$ cat config.mk
export PLATFORM = sky130hd
export DESIGN_NAME = tp_sequencer_flat
export DESIGN_NICKNAME = d
export VERILOG_FILES = /design/src/rtl/tp_sequencer_if.sv /design/src/rtl/tp_sequencer.sv /design/src/flat_wrapper.sv
export SDC_FILE = /design/constraint.sdc
export NUM_CORES = 1
export LEC_CHECK = 0
export CAP_MARGIN = 15
export CORE_ASPECT_RATIO = 0.9
export CORE_MARGIN = 4
export CORE_UTILIZATION = 45
export CTS_CLUSTER_SIZE = 28
export DETAILED_ROUTE_END_ITERATION = 16
export PLACE_DENSITY = 0.66
export SLEW_MARGIN = 5
export SYNTH_ARGS = -nofsm -noshare
export SYNTH_HDL_FRONTEND = slang
export SYNTH_SLANG_ARGS = --single-unit
$ cat constraint.sdc
create_clock -name clk -period 2.1 [get_ports clk]
set_clock_uncertainty 0.2 [all_clocks]
set_input_delay 0.315 -clock clk [delete_from_list [all_inputs] [get_ports clk]]
set_output_delay 0.315 -clock clk [all_outputs]
set_load 0.02 [all_outputs]
$ cat src/rtl/tp_sequencer_if.sv
// tp_sequencer_if
//  Groups the timing-pulse sequencer's control levels and strobe outputs.
//  master : the controller side that drives run/step/pause and watches the strobes
//  slave  : the sequencer itself
//  Signals:
//   run, step, pause   control inputs to the sequencer (synchronous to clk)
//   tp_n[3:0]          active-low TP1..TP4 strobes
//   phase[1:0]         index of the current or most recent TP
//   busy               sequencer is not idle
//   cycle_done         one-cycle pulse on the last cycle of the TP4 gap
interface tp_sequencer_if;
  logic       run;
  logic       step;
  logic       pause;
  logic [3:0] tp_n;
  logic [1:0] phase;
  logic       busy;
  logic       cycle_done;

  modport master (
    output run, step, pause,
    input  tp_n, phase, busy, cycle_done
  );

  modport slave (
    input  run, step, pause,
    output tp_n, phase, busy, cycle_done
  );
endinterface

$ cat src/rtl/tp_sequencer.sv
// tp_sequencer
//  Timing-pulse sequencer: produces the repeating TP1..TP4 active-low strobe
//  ring with free-running (run), single-cycle (step) and hold (pause) modes.
//  Each TP occupies TP_GAP clocks: PULSE_W clocks low, then the rest high.
//  The last high clock of every TP slot is the decision point where pause,
//  run and the wrap from TP4 back to TP1 are evaluated.
//  Ports:
//   clk    system clock
//   rst_n  asynchronous active-low reset
//   bus    tp_sequencer_if.slave (run/step/pause in; tp_n/phase/busy/cycle_done out)
module tp_sequencer #(
  parameter int PULSE_W = 9,
  parameter int TP_GAP  = 25
) (
  input  logic          clk,
  input  logic          rst_n,
  tp_sequencer_if.slave bus
);

  localparam int CNT_W   = $clog2(TP_GAP + 1);
  localparam int GAP_LEN = TP_GAP - PULSE_W;

  localparam logic [CNT_W-1:0] ZERO       = CNT_W'(0);
  localparam logic [CNT_W-1:0] ONE        = CNT_W'(1);
  localparam logic [CNT_W-1:0] PULSE_LOAD = CNT_W'(PULSE_W - 1);
  localparam logic [CNT_W-1:0] GAP_LOAD   = CNT_W'(GAP_LEN - 1);

  typedef enum logic [1:0] {
    IDLE   = 2'd0,
    PULSE  = 2'd1,
    GAP    = 2'd2,
    PAUSED = 2'd3
  } state_t;

  state_t           state_r;
  logic [CNT_W-1:0] cnt_r;
  logic [1:0]       phase_r;
  logic [3:0]       tp_n_r;
  logic             busy_r;
  logic             cycle_done_r;
  logic             step_q_r;

  logic             start_s;
  logic             last_phase_s;
  logic [1:0]       phase_inc_s;

  // Active-low strobe pattern with only the bit of the given phase low.
  function automatic logic [3:0] strobe_n(input logic [1:0] ph);
    strobe_n = ~(4'b0001 << ph);
  endfunction

  // Start request and phase helpers; 2-bit increment wraps TP4 back to TP1.
  always_comb begin
    start_s      = 1'b0;
    last_phase_s = (phase_r == 2'd3);
    phase_inc_s  = phase_r + 2'd1;
    if (bus.run || (bus.step && !step_q_r)) begin
      start_s = 1'b1;
    end else begin
      start_s = 1'b0;
    end
  end

  // Sequencer FSM with registered strobes, phase, busy and cycle_done.
  always_ff @(posedge clk or negedge rst_n) begin
    if (!rst_n) begin
      state_r      <= IDLE;
      cnt_r        <= ZERO;
      phase_r      <= 2'd0;
      tp_n_r       <= 4'hF;
      busy_r       <= 1'b0;
      cycle_done_r <= 1'b0;
      step_q_r     <= 1'b0;
    end else begin
      // step history tracks every cycle so a step held or raised while busy
      // never produces a later start.
      step_q_r <= bus.step;
      case (state_r)
        IDLE: begin
          cycle_done_r <= 1'b0;
          if (start_s) begin
            state_r <= PULSE;
            phase_r <= 2'd0;
            tp_n_r  <= strobe_n(2'd0);
            cnt_r   <= PULSE_LOAD;
            busy_r  <= 1'b1;
          end else begin
            tp_n_r  <= 4'hF;
            busy_r  <= 1'b0;
          end
        end
        PULSE: begin
          if (cnt_r == ZERO) begin
            state_r      <= GAP;
            tp_n_r       <= 4'hF;
            cnt_r        <= GAP_LOAD;
            // A one-clock gap makes its first clock the decision point.
            cycle_done_r <= (GAP_LOAD == ZERO) && last_phase_s;
          end else begin
            cnt_r        <= cnt_r - ONE;
            cycle_done_r <= 1'b0;
          end
        end
        GAP: begin
          if (cnt_r == ZERO) begin
            cycle_done_r <= 1'b0;
            if (last_phase_s && !bus.run) begin
              state_r <= IDLE;
              busy_r  <= 1'b0;
            end else if (bus.pause) begin
              state_r <= PAUSED;
            end else begin
              state_r <= PULSE;
              phase_r <= phase_inc_s;
              tp_n_r  <= strobe_n(phase_inc_s);
              cnt_r   <= PULSE_LOAD;
            end
          end else begin
            cnt_r        <= cnt_r - ONE;
            // Raise cycle_done so it is high exactly on the TP4 decision clock.
            cycle_done_r <= (cnt_r == ONE) && last_phase_s;
          end
        end
        PAUSED: begin
          cycle_done_r <= 1'b0;
          if (!bus.pause) begin
            state_r <= PULSE;
            phase_r <= phase_inc_s;
            tp_n_r  <= strobe_n(phase_inc_s);
            cnt_r   <= PULSE_LOAD;
          end else begin
            tp_n_r  <= 4'hF;
          end
        end
        default: begin
          state_r      <= IDLE;
          cnt_r        <= ZERO;
          tp_n_r       <= 4'hF;
          busy_r       <= 1'b0;
          cycle_done_r <= 1'b0;
        end
      endcase
    end
  end

  assign bus.tp_n       = tp_n_r;
  assign bus.phase      = phase_r;
  assign bus.busy       = busy_r;
  assign bus.cycle_done = cycle_done_r;

endmodule

$ cat src/flat_wrapper.sv
// flat-port wrapper written by rule: the top's interface ports become plain ports
module tp_sequencer_flat 
#(
  parameter int PULSE_W = 9,
  parameter int TP_GAP  = 25
)
  (clk, rst_n, bus_run, bus_step, bus_pause, bus_tp_n, bus_phase, bus_busy, bus_cycle_done);
  tp_sequencer_if bus_i ();
  input  logic clk;
  input  logic rst_n;
  input wire logic [$bits(bus_i.run)-1:0] bus_run;
  input wire logic [$bits(bus_i.step)-1:0] bus_step;
  input wire logic [$bits(bus_i.pause)-1:0] bus_pause;
  output wire logic [$bits(bus_i.tp_n)-1:0] bus_tp_n;
  output wire logic [$bits(bus_i.phase)-1:0] bus_phase;
  output wire logic [$bits(bus_i.busy)-1:0] bus_busy;
  output wire logic [$bits(bus_i.cycle_done)-1:0] bus_cycle_done;
  assign bus_i.run = bus_run;
  assign bus_i.step = bus_step;
  assign bus_i.pause = bus_pause;
  assign bus_tp_n = bus_i.tp_n;
  assign bus_phase = bus_i.phase;
  assign bus_busy = bus_i.busy;
  assign bus_cycle_done = bus_i.cycle_done;
  tp_sequencer #(.PULSE_W(PULSE_W), .TP_GAP(TP_GAP)) u_core (.clk(clk), .rst_n(rst_n), .bus(bus_i));
endmodule
==> deck_impl_summary.md <==
Implementation Results

Timing
  – Max-slew violation total from the final report: 0
  – Final-layout setup total negative slack: 0 ps

Worst hold path
  – Hold crit path type: primary input to async pin

Logic synthesis
  – Synthesized-area fraction occupied by and/or/nand/nor cells: 0.185
  – Post-synthesis mux area share: 0.0699
  – Proportion of synthesized chip area in sequential cells: 0.333

Floorplanning
  – Full die area: 3600 um2

Detailed routing
  – Final routed wirelength across all metal layers: 3020 um
  – Routed vias: 1117
  – Pre-antenna DRT Iters: 4

Setup path
  – R2r setup slk: 50 ps
  – Required arrival time at the worst endpoint: 2080 ps
  – Worst setup EP type: flip-flop

Final layout
  – Layout clock buffer count: 4
  – Clock buf/inv share: 0.0222
  – Final cell count without fillers: 194
  – Diode count: 0

Clock network
  – Post-cts hold buffer count: 0
  – Post CTS Setup Buffer Count: 0
  – Clock Pin Slew Worst Setup and Hold Paths: 100 ps
  – Quantity of gates resized following cts: 1

Run status
  – Result of the run: finished clean

Pwr
  – Total power: 2.41 mW
  – Leakage power figure: 0.740 nW

Global route
  – Global-route wire length before repair: 5040 um
  – Remaining Overflow, GRT: 0
-- flip-flops by register name (all words and copies together) (netlist names) --
| register | cells |
|---|---|
| u_core.bus.busy | 1 |
| u_core.step_q_r | 1 |
| u_core.bus.phase | 2 |
| u_core.state_r | 2 |
| u_core.bus.tp_n | 4 |
| u_core.cnt_r | 5 |
| u_core.bus.cycle_done | 1 |
-- where the power goes --
part	switching, mW	internal, mW
logic	0.810	0.832
registers	0.0955	0.462
clock network	0.103	0.106
-- worst max-delay path, cell delays in order, from the launching register on --
cell and delay, ps:
sky130_fd_sc_hd__dfrtp_1 410, sky130_fd_sc_hd__inv_1 110, sky130_fd_sc_hd__ha_1 230, sky130_fd_sc_hd__nor3b_1 140, sky130_fd_sc_hd__buf_4 140, sky130_fd_sc_hd__or2_0 320, sky130_fd_sc_hd__a221o_1 380
-- per-layer routing --
layer | track usage | up-vias | routed length, um
met5 | 0 | - | 0
met4 | 0.0660 | 0 | 27
met3 | 0.0256 | 4 | 110
met2 | 0.296 | 25 | 1450
met1 | 0.233 | 540 | 1430
li1 | - | 548 | -
-- layout by cell type (no fill, tap or decap), types with 3 or more instances in the layout --
master	n
sky130_fd_sc_hd__a21o_1	5
sky130_fd_sc_hd__a21oi_1	7
sky130_fd_sc_hd__buf_4	28
sky130_fd_sc_hd__clkbuf_4	3
sky130_fd_sc_hd__clkdlybuf4s50_1	12
sky130_fd_sc_hd__dfrtp_1	11
sky130_fd_sc_hd__dfstp_2	4
sky130_fd_sc_hd__ha_1	12
sky130_fd_sc_hd__inv_1	7
sky130_fd_sc_hd__mux2_2	4
sky130_fd_sc_hd__mux2i_1	4
sky130_fd_sc_hd__nand2_1	7
sky130_fd_sc_hd__nor2_1	6
sky130_fd_sc_hd__nor2b_1	4
sky130_fd_sc_hd__nor3_1	3
sky130_fd_sc_hd__nor3b_1	3
sky130_fd_sc_hd__o21ai_0	6
-- cells in the mapped netlist (2+ instances only) --
cell,count
sky130_fd_sc_hd__clkbuf_1,2
sky130_fd_sc_hd__ha_1,14
sky130_fd_sc_hd__mux2_2,4
sky130_fd_sc_hd__dfrtp_1,12
sky130_fd_sc_hd__nand2_1,7
sky130_fd_sc_hd__nor3b_1,3
sky130_fd_sc_hd__and3_1,2
sky130_fd_sc_hd__nor2_1,7
sky130_fd_sc_hd__o32ai_1,2
sky130_fd_sc_hd__o21ai_0,7
sky130_fd_sc_hd__o211ai_1,2
sky130_fd_sc_hd__nand2b_1,2
sky130_fd_sc_hd__a21o_1,5
sky130_fd_sc_hd__nor2b_1,4
sky130_fd_sc_hd__nor3_1,3
sky130_fd_sc_hd__inv_1,9
sky130_fd_sc_hd__mux2i_1,4
sky130_fd_sc_hd__buf_2,2
sky130_fd_sc_hd__dfstp_2,4
sky130_fd_sc_hd__o31ai_1,2
sky130_fd_sc_hd__a21oi_1,7
-- how the worst min path moves through the flow --
stage                                       end  slack [ps]  cells after the start
after floorplan                 u_core.bus.busy        -180                      0
after global placement    u_core.bus.cycle_done         320                      1
after detailed placement  u_core.bus.cycle_done         330                      1
after CTS                 u_core.bus.cycle_done         140                      2
after global routing      u_core.bus.cycle_done         150                      2
final                     u_core.bus.cycle_done         150                      2
==> images/placement.png <==
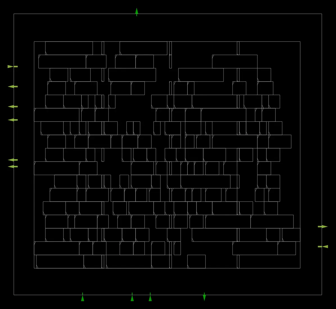
Tap Count: 28
flop share of the area: 0.248
core box area: 2510 um2
Rows: 17
post-layout util: 0.652

==> images/flops_by_reg.png <==
Other sequential cells in the stronger gray, the rest of the logic in the fainter gray.
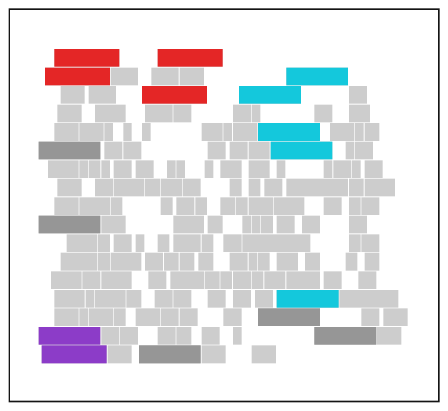
- cyan: `u_core.cnt_r` (sequential cells 5)
- purple: `u_core.state_r` (sequential cells 2)
- red: `u_core.bus.tp_n` (sequential cells 4)
- not colored: 5
area taken by flip-flops and latches: 407 um2
Flop+latch power: 0.557 mW

==> images/clk_routes.png <==
Scale bar: 20 um.
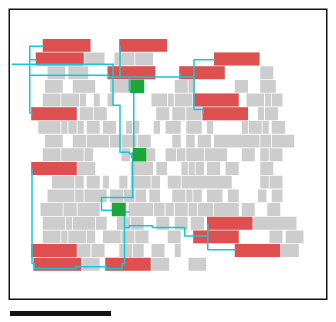
- cyan: clock wires (length 239 um)
- red: flip-flops (count 16)
- green: clock drivers (count 3)
- routed clock nets: 4
clock latency reported for the late side of the worst-skew pair: 290 ps
power in the clock group: 0.209 mW
proportion of power drawn by the clock network: 0.087

==> images/wires.png <==
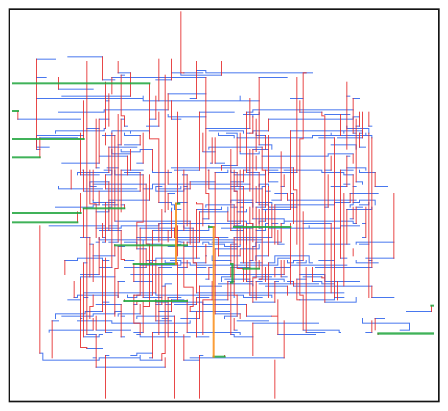
- blue: metal 1 (wire length 1430 um)
- red: metal 2 (wire length 1450 um)
- orange: metal 4 (wire length 27.9 um)
- green: metal 3 (wire length 111 um)

Power and IR drop assume default switching activity.
